===== src/rtl/uart_csr_bank.sv =====
// UART control/status register bank: bus-mapped CTRL/BAUD/IER/ISR/RXTHR registers,
// sticky error capture, RX-threshold interrupt and single-cycle TX push / RX pop strobes.
module uart_csr_bank #(
    parameter int DATA_W     = 8,
    parameter int BAUD_W     = 16,
    parameter int FIFO_DEPTH = 16,
    parameter int ADDR_W     = 4,
    localparam int LVL_W     = $clog2(FIFO_DEPTH + 1)
) (
    input  logic              clk,
    input  logic              reset,
    input  logic              bus_sel,
    input  logic              bus_we,
    input  logic              bus_re,
    input  logic [ADDR_W-1:0] bus_addr,
    input  logic [31:0]       bus_wdata,
    output logic [31:0]       bus_rdata,
    output logic              irq,
    output logic              tx_push,
    output logic [DATA_W-1:0] tx_data,
    input  logic              tx_full,
    input  logic [LVL_W-1:0]  tx_level,
    output logic              rx_pop,
    input  logic [DATA_W-1:0] rx_data,
    input  logic              rx_empty,
    input  logic [LVL_W-1:0]  rx_level,
    input  logic              par_err_p,
    input  logic              stop_err_p,
    input  logic              rx_ovr_p,
    input  logic              busy,
    output logic [7:0]        ctrl_o,
    output logic [BAUD_W-1:0] baud_div
);

    typedef enum logic [ADDR_W-1:0] {
        REG_DATA   = ADDR_W'(0),
        REG_CTRL   = ADDR_W'(1),
        REG_STATUS = ADDR_W'(2),
        REG_BAUD   = ADDR_W'(3),
        REG_IER    = ADDR_W'(4),
        REG_ISR    = ADDR_W'(5),
        REG_LEVEL  = ADDR_W'(6),
        REG_RXTHR  = ADDR_W'(7)
    } reg_addr_e;

    localparam int ISR_PAR_ERR  = 0;
    localparam int ISR_STOP_ERR = 1;
    localparam int ISR_RX_OVR   = 2;
    localparam int ISR_TX_OVF   = 3;
    localparam int ISR_RX_UNF   = 4;
    localparam int ISR_CFG_ERR  = 5;
    localparam int CTRL_UART_EN = 4;

    logic              wr_acc;
    logic              rd_acc;
    logic [7:0]        ier_q;
    logic [5:0]        sticky_q;
    logic [LVL_W-1:0]  rxthr_q;
    logic [5:0]        sticky_set;
    logic [5:0]        sticky_clr;
    logic              rx_thr_live;
    logic              tx_empty_live;
    logic [7:0]        isr_view;
    logic [31:0]       rd_mux;
    logic [LVL_W-1:0]  rxthr_wval;
    logic              ctrl_wr_ok;
    logic              baud_wr_ok;

    // Write has priority over read when both strobes are raised.
    assign wr_acc = bus_sel && bus_we;
    assign rd_acc = bus_sel && bus_re && !bus_we;

    assign rx_thr_live   = (rx_level >= rxthr_q);
    assign tx_empty_live = (tx_level == '0);
    assign isr_view      = {tx_empty_live, rx_thr_live, sticky_q};

    assign ctrl_wr_ok = !busy;
    assign baud_wr_ok = !busy && !ctrl_o[CTRL_UART_EN];

    always_comb begin
        sticky_set               = '0;
        sticky_set[ISR_PAR_ERR]  = par_err_p;
        sticky_set[ISR_STOP_ERR] = stop_err_p;
        sticky_set[ISR_RX_OVR]   = rx_ovr_p;
        sticky_clr               = '0;
        if (wr_acc) begin
            case (bus_addr)
                REG_DATA: sticky_set[ISR_TX_OVF]  = tx_full;
                REG_CTRL: sticky_set[ISR_CFG_ERR] = !ctrl_wr_ok;
                REG_BAUD: sticky_set[ISR_CFG_ERR] = !baud_wr_ok;
                REG_ISR:  sticky_clr              = bus_wdata[5:0];
                default:  ;
            endcase
        end
        if (rd_acc && bus_addr == REG_DATA) begin
            sticky_set[ISR_RX_UNF] = rx_empty;
        end
    end

    // Threshold 0 would make the interrupt permanently true, so it is coerced to 1.
    always_comb begin
        if (bus_wdata == '0) begin
            rxthr_wval = LVL_W'(1);
        end else if (bus_wdata > 32'(FIFO_DEPTH)) begin
            rxthr_wval = LVL_W'(FIFO_DEPTH);
        end else begin
            rxthr_wval = bus_wdata[LVL_W-1:0];
        end
    end

    always_comb begin
        rd_mux = '0;
        case (bus_addr)
            REG_DATA:   rd_mux = rx_empty ? '0 : 32'(rx_data);
            REG_CTRL:   rd_mux = 32'(ctrl_o);
            REG_STATUS: rd_mux = 32'({busy, rx_thr_live, tx_empty_live, rx_empty, tx_full});
            REG_BAUD:   rd_mux = 32'(baud_div);
            REG_IER:    rd_mux = 32'(ier_q);
            REG_ISR:    rd_mux = 32'(isr_view);
            REG_LEVEL: begin
                rd_mux[23:16] = 8'(rx_level);
                rd_mux[7:0]   = 8'(tx_level);
            end
            REG_RXTHR:  rd_mux = 32'(rxthr_q);
            default:    rd_mux = '0;
        endcase
    end

    always_ff @(posedge clk) begin
        if (reset) begin
            bus_rdata <= '0;
            rx_pop    <= 1'b0;
        end else begin
            rx_pop <= 1'b0;
            if (rd_acc) begin
                bus_rdata <= rd_mux;
                rx_pop    <= (bus_addr == REG_DATA) && !rx_empty;
            end
        end
    end

    always_ff @(posedge clk) begin
        if (reset) begin
            tx_push <= 1'b0;
            tx_data <= '0;
        end else begin
            tx_push <= 1'b0;
            if (wr_acc && bus_addr == REG_DATA && !tx_full) begin
                tx_data <= bus_wdata[DATA_W-1:0];
                tx_push <= 1'b1;
            end
        end
    end

    always_ff @(posedge clk) begin
        if (reset) begin
            ctrl_o   <= '0;
            baud_div <= '0;
            ier_q    <= '0;
            rxthr_q  <= LVL_W'(1);
        end else if (wr_acc) begin
            case (bus_addr)
                REG_CTRL: if (ctrl_wr_ok) ctrl_o <= {bus_wdata[7:2], 2'b00};
                REG_BAUD: if (baud_wr_ok) baud_div <= bus_wdata[BAUD_W-1:0];
                REG_IER:  ier_q <= bus_wdata[7:0];
                REG_RXTHR: rxthr_q <= rxthr_wval;
                default:  ;
            endcase
        end
    end

    // A new event in the same cycle as its W1C clear must survive.
    always_ff @(posedge clk) begin
        if (reset) begin
            sticky_q <= '0;
            irq      <= 1'b0;
        end else begin
            sticky_q <= (sticky_q & ~sticky_clr) | sticky_set;
            irq      <= |(isr_view & ier_q);
        end
    end

endmodule


===== config.mk =====
export PLATFORM = sky130hd
export DESIGN_NAME = uart_csr_bank
export DESIGN_NICKNAME = d
export VERILOG_FILES = /design/src/rtl/uart_csr_bank.sv
export SDC_FILE = /design/constraint.sdc
export NUM_CORES = 1
export LEC_CHECK = 0
export CAP_MARGIN = 10
export CORE_MARGIN = 2
export CORE_UTILIZATION = 44
export CTS_CLUSTER_SIZE = 16
export DETAILED_ROUTE_END_ITERATION = 7
export GPL_TIMING_DRIVEN = 0
export PLACE_DENSITY = 0.81
export SLEW_MARGIN = 20
export SYNTH_ARGS = -nofsm -noshare
export SYNTH_HDL_FRONTEND = slang
export SYNTH_SLANG_ARGS = --single-unit

===== constraint.sdc =====
create_clock -name clk -period 1.9 [get_ports clk]
set_input_delay 0.19 -clock clk [delete_from_list [all_inputs] [get_ports clk]]
set_output_delay 0.19 -clock clk [all_outputs]
set_load 0.05 [all_outputs]

==> metrics.sh, run 1 <==
STATUS='completed'
CP_SLOWEST_STAGE_DELAY_NS=0.85
HPWL_MM=8.654
POST-ROUTE-MIN-PERIOD_NS=1.802
VIA_COUNT_OF_THE_FIRST_GLOBAL_ROUTING_PASS=3336
TRITONCTS_CLOCK_TREE='built'
WORST_SETUP_HOLD_PATH_CLK_SLEW_NS=0.08
CHIP_AREA_SQ_MM=0.008442
TOOL_WARNINGS=27
GRT_ANTENNA_BEFORE_REPAIR=0
CLK_ROOT_BUFFER_CELL='sky130_fd_sc_hd__clkbuf_8'
SYNTH_FLOPS=73
TIMING.FINAL.HOLD_VIOLATIONS=0
CLOCK_TREE.BUFFER_DEPTH=2
ARRIVAL_NS=1.61
RSZ0062_AT_GRT='no'
AVGVIACOUNTPERCELL=5.562
GRT_MAX_DEGREE=14
YOSYS_AREA_SQ_MM=0.003398
CRIT_FANOUT=3
STATIC-LEAKAGE-POWER_uW=0.001825
LAYOUT_TOP_CELLS_EXCL_FILL_TAP='sky130_fd_sc_hd__clkdlybuf4s50_1, sky130_fd_sc_hd__dfxtp_1, sky130_fd_sc_hd__nor2_1'
GRT_USE_TOTAL_PCT=27.52
POWER.DENSITY_CELL_AREA_mW_PER_MM2=674.8
ANTENNADIODECOUNT=0
WORSTHOLDPATHTYPE='input port to flip-flop'
TIGHTEST_SLEW_NS=0.6830
FMAXACHIEVABLE_MHz=554.9
NFILLCELLS=651
WORSTSETUPSTARTPOINTTYPE='flip-flop'
CLOCK_SINK_COUNT=73
DRTPASS1ITERATIONS=8
NETLIST_INSTANCES=388
AVGROUTEDWIREPERCELL_UM=18.13
SYNTHESIS.AREA_PER_INSTANCE_SQ_UM=8.758
IOPINCOUNT=132
DP_WORST_SETUP_SLACK_NS=-0.4829
NUMBER_OF_SYNTHESIZED_FLOPS_WITH_AN_ENABLE_PIN=0
CRIT_BUF_INV=1
R2R_SETUP_SLACK_NS=0.14
YOSYS-STAT-CELLS=388
TOTAL_POWER_uW=3385
CLOCK_TREE.HTREE_LEVEL_COUNT=3
DETAIL-ROUTE-ANTENNA-NETS=0
NUMCTSBUFFERS=9
PLACER_S_FINAL_ROUTABILITY_CONGESTION_ESTIMATE=0.8999
DIE_OUTLINE_HEIGHT_UM=91.88
LAYOUT.CELLS.NON_FILLER=632
SYN-CELL-AREA_SQ_MM=0.003398
GRT.OVERFLOW.TOTAL=0
MAX-CAP-VIOLATIONS=0
TOTALNEGATIVESETUPSLACK_NS=0
CPMAXSTAGEDELAYCELL='sky130_fd_sc_hd__clkdlybuf4s50_1'
WORSTHOLDPATHCELLS=3
PLACED_CELLS=616
COUNT_OF_BUFFERS_INSERTED_AT_THE_TOP_LEVEL_PORTS=114
SYN_TO_FINAL_GROWTH_PCT=47.61
IR_DROP_mV=0.4993
DIE_W_UM=91.88
FLOORPLAN.CORE_UTIL_PCT=44.67
LENGTH_IN_CELLS_OF_THE_WORST_REG_TO_REG_PATH=7
DRT_FIRST_ITER_VIOLATIONS=256
WORSTSETUPPATHTYPE='flip-flop to output pin'
FINAL_NET_COUNT=595
TIMING.CRITICAL_PATH.REQUIRED_NS=1.71
ASYNCSETRESETFLOPFRACSYNTH_PCT=0
FINAL.PERIOD_UTILIZATION_PCT=94.85
SYNTH-WARNING-COUNT=0
DRC_ERRORS=0
FIN_WORST_SETUP_SLACK_NS=0.09786
LAYOUT_TOP_CELL_EXCL_FILL_TAP='sky130_fd_sc_hd__clkdlybuf4s50_1'
CRIT_FAMILY='buffers and inverters'
FINALSETUPVIOLATIONS=0
SLEW-LIMIT-HEADROOM_PCT=54.13
ENDPOINT_KIND='output pin'
YOSYSUNIQUECELLTYPES=49
ROUTED_WIRELENGTH_MM=11.46
LAYOUT_CELL_SHARE_WITH_DRIVE_STRENGTH_BEYOND_1_PCT=11.13
YOSYS_MOST_USED_DFF='sky130_fd_sc_hd__dfxtp_1'
CRITICAL_PATH_CELL_SEQUENCE='clkdlybuf4s50_1'
SYNTH.YOSYS.SEQ_AREA_SHARE_PCT=43.00
FIRST_PASS_GRT_WIRE_LENGTH_MM=17.89
ROUTE.VIAS.TOTAL=3515
FINALMAXSLEWVIOLATIONS=0
CRITICAL_PATH_DEPTH=1
## run 1: cell families (layout without fill, tap and decap cells)
kind of cell	after synthesis	in the layout	share of synthesized area (%)
buffers and inverters	41	171	6.185
adders and majority gates	5	5	1.841
and+or+nand+nor	155	155	21.61
other	1	13	0.1104
muxes	34	34	10.82
AOI/OAI and AO/OA	78	78	16.16
DFF	73	73	43.00
xor gates and xnor gates	1	1	0.2578
## run 1: cell usage after synthesis (5+ instances only)
library cell	n	area share [%]
sky130_fd_sc_hd__a21oi_1	24	3.5
sky130_fd_sc_hd__a22o_1	7	1.8
sky130_fd_sc_hd__a22oi_1	16	3.5
sky130_fd_sc_hd__buf_2	6	0.88
sky130_fd_sc_hd__buf_4	13	2.9
sky130_fd_sc_hd__clkbuf_1	15	1.7
sky130_fd_sc_hd__dfxtp_1	73	43
sky130_fd_sc_hd__ha_1	5	1.8
sky130_fd_sc_hd__inv_1	6	0.66
sky130_fd_sc_hd__mux2i_1	30	8.8
sky130_fd_sc_hd__nand2_1	49	5.4
sky130_fd_sc_hd__nor2_1	53	5.9
sky130_fd_sc_hd__nor3_1	16	2.4
sky130_fd_sc_hd__nor4_1	10	1.8
sky130_fd_sc_hd__o21ai_0	6	0.88
## run 1: timing repair
item,CTS,global route
pin swaps,0,3
setup endpoints to repair,26,41
setup buffers,0,2
gates resized,6,16
gates cloned,0,0
hold buffers,0,0
## run 1: final timing paths
kind	start	endpoint
min reg2reg	baud_div[7]$_SDFFE_PP0P_	baud_div[7]$_SDFFE_PP0P_
min	bus_addr[0]	tx_push$_SDFF_PP0_
max	baud_div[5]$_SDFFE_PP0P_	baud_div[5]
max reg2reg	rxthr_q[2]$_SDFFE_PP0P_	bus_rdata[3]$_SDFFE_PP0P_
## run 1: per-layer routing
metal | GRT usage [%] | up-vias | part of all wire [%]
li1 | - | 1652 | -
met1 | 37.94 | 1672 | 44
met2 | 42.95 | 171 | 46
met3 | 5.670 | 20 | 7.3
met4 | 9.577 | 0 | 2.1
met5 | 0 | - | 0
## run 1: per-stage QoR
stage | instance area [sq um] | utilization (%) | hold WS [ns]
6_report | 5016 | 65.94 | 0.2977
5_1_grt | 5016 | 65.94 | 0.3258
4_1_cts | 4945 | 65.00 | 0.2901
3_5_place_dp | 4712 | 61.94 | 0.4629
3_3_place_gp | 4712 | 61.94 | 0.4538
2_1_floorplan | 3443 | - | 0.2678
## run 1: power breakdown
| group | internal, uW | switching [uW] | leakage (uW) | total (uW) |
|---|---|---|---|---|
| sequential | 1540 | 10.3 | 0.000590 | 1550 |
| combinational | 202 | 268 | 0.00113 | 470 |
| clock | 739 | 624 | 0.000109 | 1360 |
## run 1: layout make-up
class,count,area [sq um],area share [%]
clock inverter,7,95.09,1.896
inverter,6,22.52,0.4490
clock buffer,9,123.9,2.469
buffer,33,197.7,3.941
tap,102,127.6,2.544
sequential,73,1463,29.16
multi-input combinational,286,1815,36.19
timing repair buffer,116,1171,23.35
## run 1: flip-flops by register name, indices dropped and copies added, names as in the netlist
name and count:
bus_rdata 21, baud_div 16, ier_q 8, tx_data 8
ctrl_o 6, sticky_q 6, rxthr_q 5, irq 1
rx_pop 1, tx_push 1
==> run_1/floorplan.png <==
The bar under the picture is 20 um long. Pins as bars on the die edge.
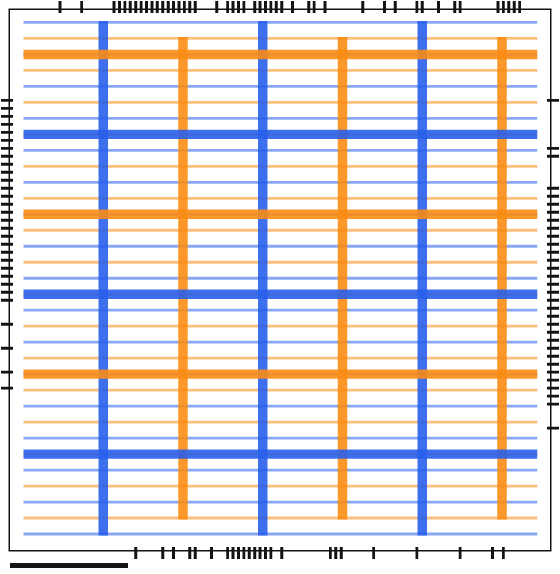
- orange: VDD
- blue: VSS
- met1 rails: 33
- signal pins: 132
- rows: 32
- met4 straps: 6

==> run_1/class_map.png <==
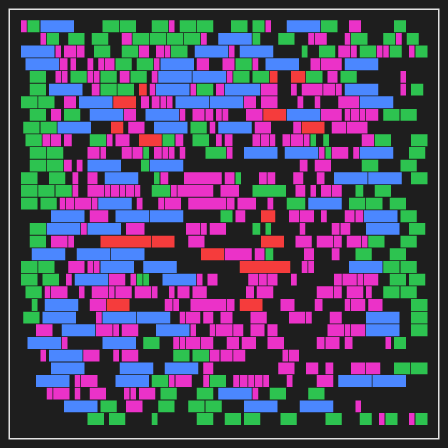
- magenta: remaining logic cells (cells 292; share of their area 38%)
- red: clock drivers and dummy loads (cells 16; share of their area 4.5%)
- green: remaining buffers and delay cells (cells 149; share of their area 28%)
- blue: registers (cells 73; share of their area 30%)
Util after Layout: 65.94%
core area: 0.007607 sq mm
number of rows in the core area: 32
sequential share of cell area: 29.16%
Non-Filler Cell Area, Final: 0.005016 sq mm

==> run_1/clock_wires.png <==
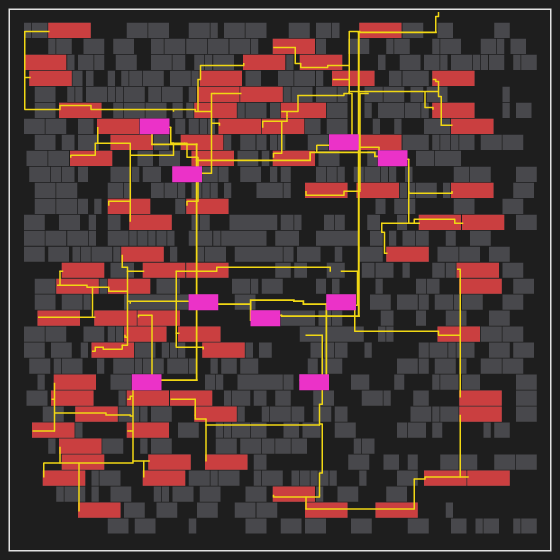
- red: flip-flops (count 73)
- magenta: clock-net drivers (count 9)
- yellow: clock wires (length 970 um)
- routed clock nets: 10
Clock Power Share: 40.3%
post-route clock skew: 0.01028 ns
clock insertion delay at the later pin of the skew report: 0.36 ns
power in the clock group: 1360 uW

==> run_1/layers.png <==
The bar under the picture is 20 um long.
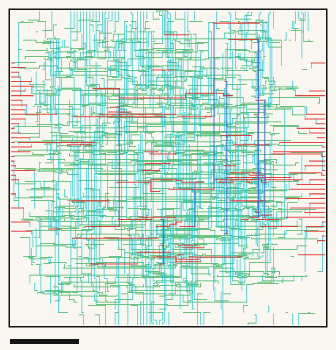

==> run 2: changes to the inputs <==
- CORE_MARGIN: 2 -> default
- TNS_END_PERCENT: default -> 1
==> run_2/layers.png <==
The bar under the picture is 20 um long.
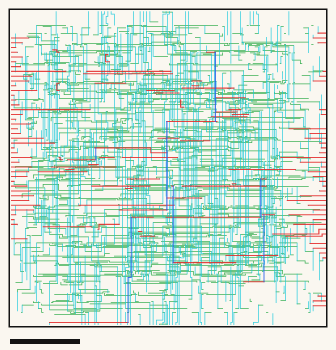
- blue: M4 (wire length 131 um)
- red: M3 (wire length 854 um)
- green: M1 (wire length 4990 um)
- cyan: M2 (wire length 5370 um)

==> run_2/congestion_map.png <==
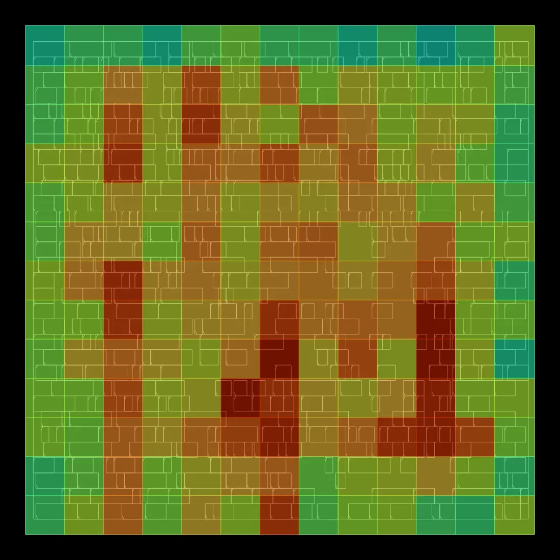
Most Used Layer, Global Route: met2
met1 Use GR: 38.98%
met3 track demand over resource: 5.922%
met2 demand-to-capacity share in global routing: 48.91%

==> run 2 against run 1 <==
Power shrank 4.4%. Core utilization grew 1.2 points. Clock skew shrank 0.00082 ns. First-iteration DRC count shrank 18%. Via count shrank 0.97%.
==> metrics.sh, run 2 <==
WORSTHOLDPATHTYPE='input port to flip-flop'
TIGHTEST_SLEW_NS=0.7165
REGISTER_BANK_WITH_THE_MOST_FLOPS='bus_rdata'
CLKLATENCYLATEPIN_NS=0.35
STATIC-LEAKAGE-POWER_uW=0.001797
ENDPOINT_KIND='output pin'
TIMING.CRITICAL_PATH.REQUIRED_NS=1.71
NETLIST.AREA_LEADER.SHARE_PCT=43.00
DRT_FIRST_ITER_VIOLATIONS=210
SYN_TO_FINAL_GROWTH_PCT=45.62
LARGEST_REGISTER_FFS=21
FINAL_NET_COUNT=594
SYNTH_FLOPS=73
NETLIST_INSTANCES=388
IOPINCOUNT=132
ROUTE.VIAS.TOTAL=3481
POWER.DENSITY_CELL_AREA_mW_PER_MM2=653.7
NUMCTSBUFFERS=9
SYN-CELL-AREA_SQ_MM=0.003398
YS_TOP_CELLS_BY_AREA='sky130_fd_sc_hd__dfxtp_1, sky130_fd_sc_hd__mux2i_1, sky130_fd_sc_hd__nor2_1'
GRT.OVERFLOW.TOTAL=0
RSZ0062_AT_GRT='no'
MAX-CAP-VIOLATIONS=0
CP_SLOWEST_STAGE_DELAY_NS=0.85
SYNTH.YOSYS.SEQ_AREA_SHARE_PCT=43.00
FINALMAXSLEWVIOLATIONS=0
CRITICAL_PATH_CELL_SEQUENCE='clkdlybuf4s50_1'
TOOL_WARNINGS=27
FINAL.PERIOD_UTILIZATION_PCT=94.82
DIE_W_UM=89.88
AVGROUTEDWIREPERCELL_UM=18.07
POST-ROUTE-MIN-PERIOD_NS=1.802
YOSYSUNIQUECELLTYPES=49
CRIT_BUF_INV=1
ROUTED_WIRELENGTH_MM=11.35
NFILLCELLS=626
CLOCK_TREE.HTREE_LEVEL_COUNT=3
ASYNCSETRESETFLOPFRACSYNTH_PCT=0
WORSTSETUPPATHTYPE='flip-flop to output pin'
TRITONCTS_CLOCK_TREE='built'
WORST_SETUP_HOLD_PATH_CLK_SLEW_NS=0.08
CPMAXSTAGEDELAYCELL='sky130_fd_sc_hd__clkdlybuf4s50_1'
STATUS='completed'
SYNTHESIS.AREA_PER_INSTANCE_SQ_UM=8.758
PLACED_CELLS=613
POST-SYNTH-TOP-AREA-CELL='sky130_fd_sc_hd__dfxtp_1'
FINAL.HOLD.WORST_SLACK_NS=0.2851
CLOCK_TREE.BUFFER_DEPTH=2
FINALSETUPVIOLATIONS=0
CLOCK_SINK_COUNT=73
LAYOUT_TOP_CELLS_EXCL_FILL_TAP='sky130_fd_sc_hd__clkdlybuf4s50_1, sky130_fd_sc_hd__dfxtp_1, sky130_fd_sc_hd__nor2_1'
CHIP_AREA_SQ_MM=0.008078
COUNT_OF_BUFFERS_INSERTED_AT_THE_TOP_LEVEL_PORTS=114
ARRIVAL_NS=1.61
YOSYS_MOST_USED_DFF='sky130_fd_sc_hd__dfxtp_1'
FLOORPLAN.CORE_UTIL_PCT=46.11
AVGVIACOUNTPERCELL=5.543
YOSYS.CELL_COUNT.TOP_TYPE='sky130_fd_sc_hd__dfxtp_1'
YOSYS-STAT-CELLS=388
SLEW-LIMIT-HEADROOM_PCT=51.88
GRT_MAX_DEGREE=14
NUMBER_OF_SYNTHESIZED_FLOPS_WITH_AN_ENABLE_PIN=0
FMAXACHIEVABLE_MHz=555.1
SYNTH-WARNING-COUNT=0
GRT_ANTENNA_BEFORE_REPAIR=0
DP_WORST_SETUP_SLACK_NS=-0.4934
TIMING.FINAL.HOLD_VIOLATIONS=0
DRTPASS1ITERATIONS=7
CRIT_FANOUT=3
ROW_COUNT=31
ANTENNADIODECOUNT=0
LAYOUT_CELL_SHARE_WITH_DRIVE_STRENGTH_BEYOND_1_PCT=10.02
CTS.REPAIR_TIMING.SETUP_BUFFER_COUNT=0
WORSTSETUPSTARTPOINTTYPE='flip-flop'
LAYOUT.CELLS.NON_FILLER=628
FINAL.SETUP_SKEW_NS=0.009462
HPWL_MM=8.692
YOSYS_AREA_SQ_MM=0.003398
IR_DROP_mV=0.4043
FIN_WORST_SETUP_SLACK_NS=0.09845
LAYOUT_TOP_CELL_EXCL_FILL_TAP='sky130_fd_sc_hd__clkdlybuf4s50_1'
DRC_ERRORS=0
REG.LARGEST.LIST='bus_rdata: 21 flops, baud_div: 16 flops'
PLACER_S_FINAL_ROUTABILITY_CONGESTION_ESTIMATE=0.9241
CRIT_FAMILY='buffers and inverters'
GRT_USE_TOTAL_PCT=29.48
FIRST_PASS_GRT_WIRE_LENGTH_MM=18.57
CLK_ROOT_BUFFER_CELL='sky130_fd_sc_hd__clkbuf_8'
COMMON_CELLS='sky130_fd_sc_hd__dfxtp_1, sky130_fd_sc_hd__nor2_1, sky130_fd_sc_hd__nand2_1, sky130_fd_sc_hd__mux2i_1, sky130_fd_sc_hd__a21oi_1'
VIA_COUNT_OF_THE_FIRST_GLOBAL_ROUTING_PASS=3459
DETAIL-ROUTE-ANTENNA-NETS=0
==> run_2/floorplan.png <==
The bar under the picture is 20 um long. Pins as bars on the die edge.
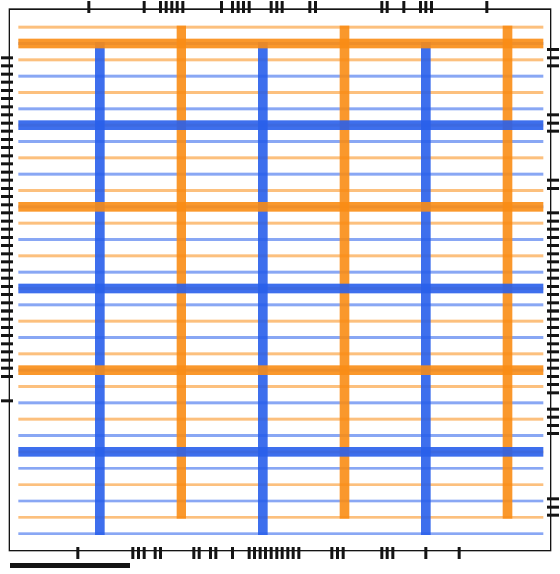
- blue: VSS
- orange: VDD
- signal pins: 132
- rows: 31
- met1 rails: 32
core area: 0.007370 sq mm
die outline height: 89.88 um

run 2: cell count changes in the layout (fill, tap and decap cells not counted), sizes merged:
cell / previous run / this run
clkinvlp: 1 / 3
inv: 6 / 7
clkdlybuf4s50: 113 / 112
clkinv: 4 / 1
buf: 22 / 20
bufinv: 2 / 1
dlymetal6s2s: 1 / 2
clkbuf: 22 / 24
run 2: cells by family after synthesis:
logic type	share of synthesized area, %
buffers and inverters	6.185
multiplexers	10.82
other	0.1104
AND/OR/NAND/NOR	21.61
XOR/XNOR	0.2578
adder cells (fa/ha/maj)	1.841
flip-flops	43.00
AND-OR/OR-AND	16.16
run 2: stage by stage:
step                      total power, uW  area (sq um)  setup TNS, ns  util, %
after CTS                            3239          4922       -0.03039    66.79
after detailed placement             2038          4708         -22.48    63.89
after global routing                 3350          4949              0    67.15
after global placement               2037          4708         -21.56    63.89
after floorplan                      1818          3443              0        -
final                                3235          4949              0    67.15
run 2: final cells by class:
class | instances | area [sq um] | area share [%]
plain buffers | 34 | 197.7 | 3.995
clock buffers | 10 | 127.6 | 2.579
clock inverters | 6 | 66.31 | 1.340
inverters | 6 | 22.52 | 0.4551
multi-input cells | 286 | 1802 | 36.41
flip-flops and latches | 73 | 1463 | 29.56
well taps | 99 | 123.9 | 2.503
repair buffers | 114 | 1146 | 23.16
run 2: worst paths after layout:
kind | startpoint | end | slack (ns) | cells after the start
setup / recovery | baud_div[2]$_SDFFE_PP0P_ | baud_div[2] | 0.1 | 1
hold / removal | bus_wdata[3] | baud_div[3]$_SDFFE_PP0P_ | 0.29 | 3
setup reg to reg | rxthr_q[2]$_SDFFE_PP0P_ | bus_rdata[3]$_SDFFE_PP0P_ | 0.13 | 7
hold reg to reg | rxthr_q[1]$_SDFFE_PP0P_ | rxthr_q[1]$_SDFFE_PP0P_ | 0.48 | 1
run 2: layer usage:
layer | up-vias | part of all wire [%]
li1 | 1645 | -
met1 | 1644 | 44
met2 | 176 | 47
met3 | 16 | 7.5
met4 | 0 | 1.1
met5 | - | 0
run 2: power breakdown:
group	internal, uW	switching (uW)	total (uW)
clock	609	613	1220
sequential	1540	10.8	1550
combinational	199	262	461
total	2350	886	3230
run 2: timing repair:
action | CTS | global route
gates cloned | 0 | 0
hold buffers | 0 | 0
gates resized | 6 | 14
pin swaps | 0 | 1
endpoints found under the setup margin | 19 | 46
==> run 3: changes to the inputs <==
- CORE_MARGIN: default -> 1
==> run_3/clock_wires.png <==
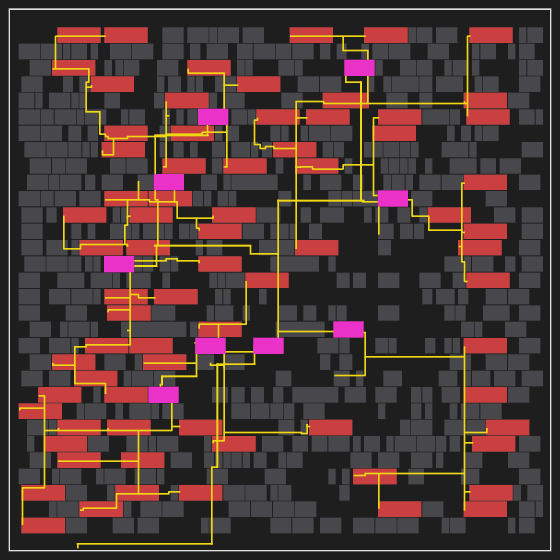
- yellow: clock wires (length 903 um)
- magenta: clock-net drivers (count 9)
- red: flip-flops (count 73)
- routed clock nets: 10

==> run_3/floorplan.png <==
The bar under the picture is 20 um long. Pins as bars on the die edge.
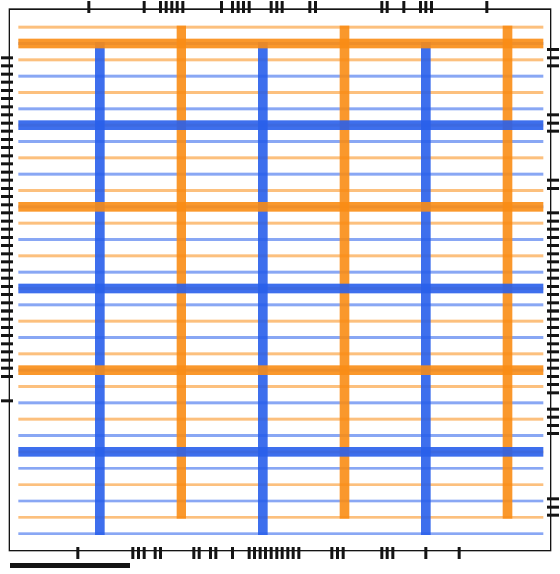
- orange: VDD
- blue: VSS
- signal pins: 132
- met1 rails: 32
- met4 straps: 6
- rows: 31
die x size: 89.88 um
IR Drop Worst-Case VDD: 0.4043 mV

==> run 3 against run 2 <==
Final cell count unchanged. Die area unchanged. Power unchanged. Largest power group unchanged.
==> metrics.sh, run 3 <==
STATUS='completed'
NETLIST.AREA_LEADER.SHARE_PCT=43.00
DRTPASS1ITERATIONS=7
WORSTSETUPSTARTPOINTTYPE='flip-flop'
POWER.SWITCHING_FRACTION_PCT=27.38
HPWL_MM=8.692
CTS.REPAIR_TIMING.SETUP_BUFFER_COUNT=0
VIA_COUNT_OF_THE_FIRST_GLOBAL_ROUTING_PASS=3459
CPMAXSTAGEDELAYCELL='sky130_fd_sc_hd__clkdlybuf4s50_1'
REGISTER_BANK_WITH_THE_MOST_FLOPS='bus_rdata'
FINALMAXSLEWVIOLATIONS=0
CLOCK_TREE.HTREE_LEVEL_COUNT=3
CHIP_AREA_SQ_MM=0.008078
CRIT_FANOUT=3
LARGEST_REGISTER_FFS=21
SYNTH.YOSYS.SEQ_AREA_SHARE_PCT=43.00
R2R_STARTPOINT='rxthr_q[2]$_SDFFE_PP0P_'
FINAL.SETUP_SKEW_NS=0.009462
GLOBAL_ROUTE.USAGE.MET1_PCT=38.98
TIGHTEST_SLEW_NS=0.7165
TOTALNEGATIVESETUPSLACK_NS=0
IOPINCOUNT=132
POST-ROUTE-MIN-PERIOD_NS=1.802
AVGVIACOUNTPERCELL=5.543
NUMCTSBUFFERS=9
COMMON_CELLS='sky130_fd_sc_hd__dfxtp_1, sky130_fd_sc_hd__nor2_1, sky130_fd_sc_hd__nand2_1, sky130_fd_sc_hd__mux2i_1, sky130_fd_sc_hd__a21oi_1'
MAX-CAP-VIOLATIONS=0
CRITICAL_PATH_CELL_SEQUENCE='clkdlybuf4s50_1'
INTERNAL_POWER_uW=2349
ENDPOINT_KIND='output pin'
CORE-AREA_SQ_MM=0.007370
SYN-CELL-AREA_SQ_MM=0.003398
NUMBER_OF_SYNTHESIZED_FLOPS_WITH_AN_ENABLE_PIN=0
POWER.DENSITY_CELL_AREA_mW_PER_MM2=653.7
DRC_ERRORS=0
FMAXACHIEVABLE_MHz=555.1
SYN_TO_FINAL_GROWTH_PCT=45.62
PLACER_S_FINAL_ROUTABILITY_CONGESTION_ESTIMATE=0.9241
POST-SYNTH-TOP-AREA-CELL='sky130_fd_sc_hd__dfxtp_1'
ASYNCSETRESETFLOPFRACSYNTH_PCT=0
REG.LARGEST.LIST='bus_rdata: 21 flops, baud_div: 16 flops'
FINAL.PERIOD_UTILIZATION_PCT=94.82
GRT_MAX_DEGREE=14
STATIC-LEAKAGE-POWER_uW=0.001797
LAYOUT_CELL_SHARE_WITH_DRIVE_STRENGTH_BEYOND_1_PCT=10.02
DRT_FIRST_ITER_VIOLATIONS=210
GRT.OVERFLOW.TOTAL=0
GROUTE.LAYER.MET3.USAGE_PCT=5.922
TOTAL_POWER_uW=3235
CRIT_BUF_INV=1
FIRST_PASS_GRT_WIRE_LENGTH_MM=18.57
WORSTHOLDPATHTYPE='input port to flip-flop'
CP_SLOWEST_STAGE_DELAY_NS=0.85
GRT_ANTENNA_BEFORE_REPAIR=0
CRITPATHLAUNCH='baud_div[2]$_SDFFE_PP0P_'
LAYOUT_TOP_CELLS_EXCL_FILL_TAP='sky130_fd_sc_hd__clkdlybuf4s50_1, sky130_fd_sc_hd__dfxtp_1, sky130_fd_sc_hd__nor2_1'
SYNTHESIS.AREA_PER_INSTANCE_SQ_UM=8.758
CRIT_FAMILY='buffers and inverters'
YS_TOP_CELLS_BY_AREA='sky130_fd_sc_hd__dfxtp_1, sky130_fd_sc_hd__mux2i_1, sky130_fd_sc_hd__nor2_1'
TIMING.FINAL.HOLD_VIOLATIONS=0
SYNTH_FLOPS=73
ARRIVAL_NS=1.61
YOSYS_AREA_SQ_MM=0.003398
FINAL_NET_COUNT=594
WORST_SETUP_HOLD_PATH_CLK_SLEW_NS=0.08
LAYOUT_TOP_CELL_EXCL_FILL_TAP='sky130_fd_sc_hd__clkdlybuf4s50_1'
TOOL_WARNINGS=27
WORST_HOLD_STARTPOINT='bus_wdata[3]'
DETAIL-ROUTE-ANTENNA-NETS=0
TIMING.CRITICAL_PATH.REQUIRED_NS=1.71
CLOCK_TREE.BUFFER_DEPTH=2
FLOORPLAN.CORE_UTIL_PCT=46.11
ROUTED_WIRELENGTH_MM=11.35
COMBINATIONALPOWERSHARE_PCT=14.3
FINAL-COMB-AREA_SQ_MM=0.001802
CLOCK_SINK_COUNT=73
ROUTE.VIAS.TOTAL=3481
GRT_BUSIEST_LAYER='met2'
NETLIST_INSTANCES=388
SEQUENTIALPOWERSHARE_PCT=48.0
CLKLATENCYLATEPIN_NS=0.35
ANTENNADIODECOUNT=0
WORSTSETUPPATHTYPE='flip-flop to output pin'
SYNTH-WARNING-COUNT=0
YOSYSUNIQUECELLTYPES=49
AREA_TAKEN_BY_FLIP_FLOPS_AND_LATCHES_SQ_MM=0.001463
COUNT_OF_BUFFERS_INSERTED_AT_THE_TOP_LEVEL_PORTS=114
RSZ0062_AT_GRT='no'
ROW_COUNT=31
YOSYS.CELL_COUNT.TOP_TYPE='sky130_fd_sc_hd__dfxtp_1'
CLK_ROOT_BUFFER_CELL='sky130_fd_sc_hd__clkbuf_8'
SWITCHING_POWER_uW=885.7
SLEW-LIMIT-HEADROOM_PCT=51.88
TRITONCTS_CLOCK_TREE='built'
CLOCK_POWER_SHARE_PCT=37.8
USE_MET2_PCT=48.91
FINALSETUPVIOLATIONS=0
YOSYS-STAT-CELLS=388
NFILLCELLS=626
YOSYS_MOST_USED_DFF='sky130_fd_sc_hd__dfxtp_1'
==> run_3/congestion_map.png <==
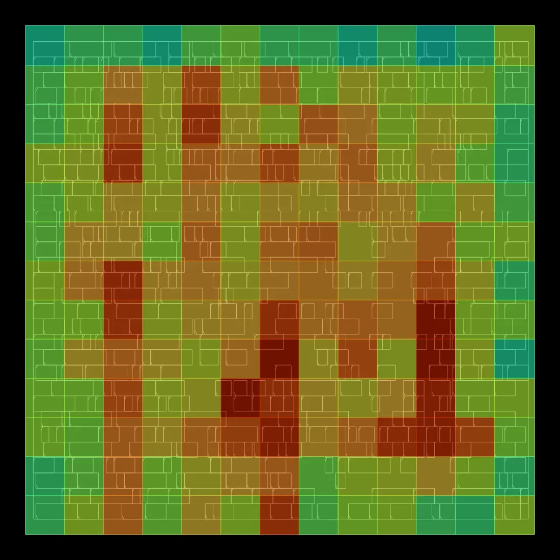
Overall Global Routing Usage: 29.48%
Util after Layout: 67.15%
routed length per placed instance: 18.07 um

run 3: cell counts in the layout (fill, tap and decap cells not counted):
Identical to the previous run, type by type.
run 3: metal layers:
metal,routed length [um],part of all wire [%],vias up
met5,0,0,-
met4,130,1.1,0
met3,854,7.5,16
met2,5368,47,176
met1,4991,44,1644
li1,-,-,1645
run 3: cells by family after synthesis:
family	share of synthesized area [%]
flops	43.00
buf+inv	6.185
fa+ha+maj	1.841
compound gates	16.16
other cells	0.1104
xor+xnor	0.2578
mux	10.82
simple gates	21.61
run 3: power groups by stage:
stage,Sequential (uW),Combinational (uW),Clock (uW)
2_1_floorplan,1600,213,0
5_1_grt,1550,493,1300
3_3_place_gp,1590,450,0
4_1_cts,1550,456,1230
3_5_place_dp,1590,451,0
6_report,1550,461,1220
run 3: final cells by class:
| type | count | share of cell area, % |
|---|---|---|
| multi-input combinational | 286 | 36.41 |
| sequential | 73 | 29.56 |
| timing repair buffer | 114 | 23.16 |
| buffer | 34 | 3.995 |
| clock buffer | 10 | 2.579 |
| tap | 99 | 2.503 |
| clock inverter | 6 | 1.340 |
| inverter | 6 | 0.4551 |
run 3: path summary, 6_finish.rpt:
kind | endpoint | slack, ns | cells past startpoint
min reg2reg | rxthr_q[1]$_SDFFE_PP0P_ | 0.48 | 1
max reg2reg | bus_rdata[3]$_SDFFE_PP0P_ | 0.13 | 7
min | baud_div[3]$_SDFFE_PP0P_ | 0.29 | 3
max | baud_div[2] | 0.1 | 1
run 3: what timing repair did:
item                                    in CTS  in global routing
hold buffers                                 0                  0
pin swaps                                    0                  1
endpoints found under the setup margin      19                 46
gates resized                                6                 14
run 3: worst min-delay path: stages:
cell                       delay (ns)
sky130_fd_sc_hd__clkbuf_1        0.22
sky130_fd_sc_hd__nand2_1         0.12
sky130_fd_sc_hd__a21oi_1         0.06
run 3: stage by stage:
stage	instances	setup slack, ns	area (sq um)	hold WS (ns)
2_1_floorplan	400	0.2541	3443	0.2678
6_report	628	0.09845	4949	0.2851
5_1_grt	628	0.02753	4949	0.2910
3_3_place_gp	613	-0.5356	4708	0.4559
3_5_place_dp	613	-0.4934	4708	0.4651
4_1_cts	629	-0.01413	4922	0.2759
Power is estimated from default activity; no workload was simulated.
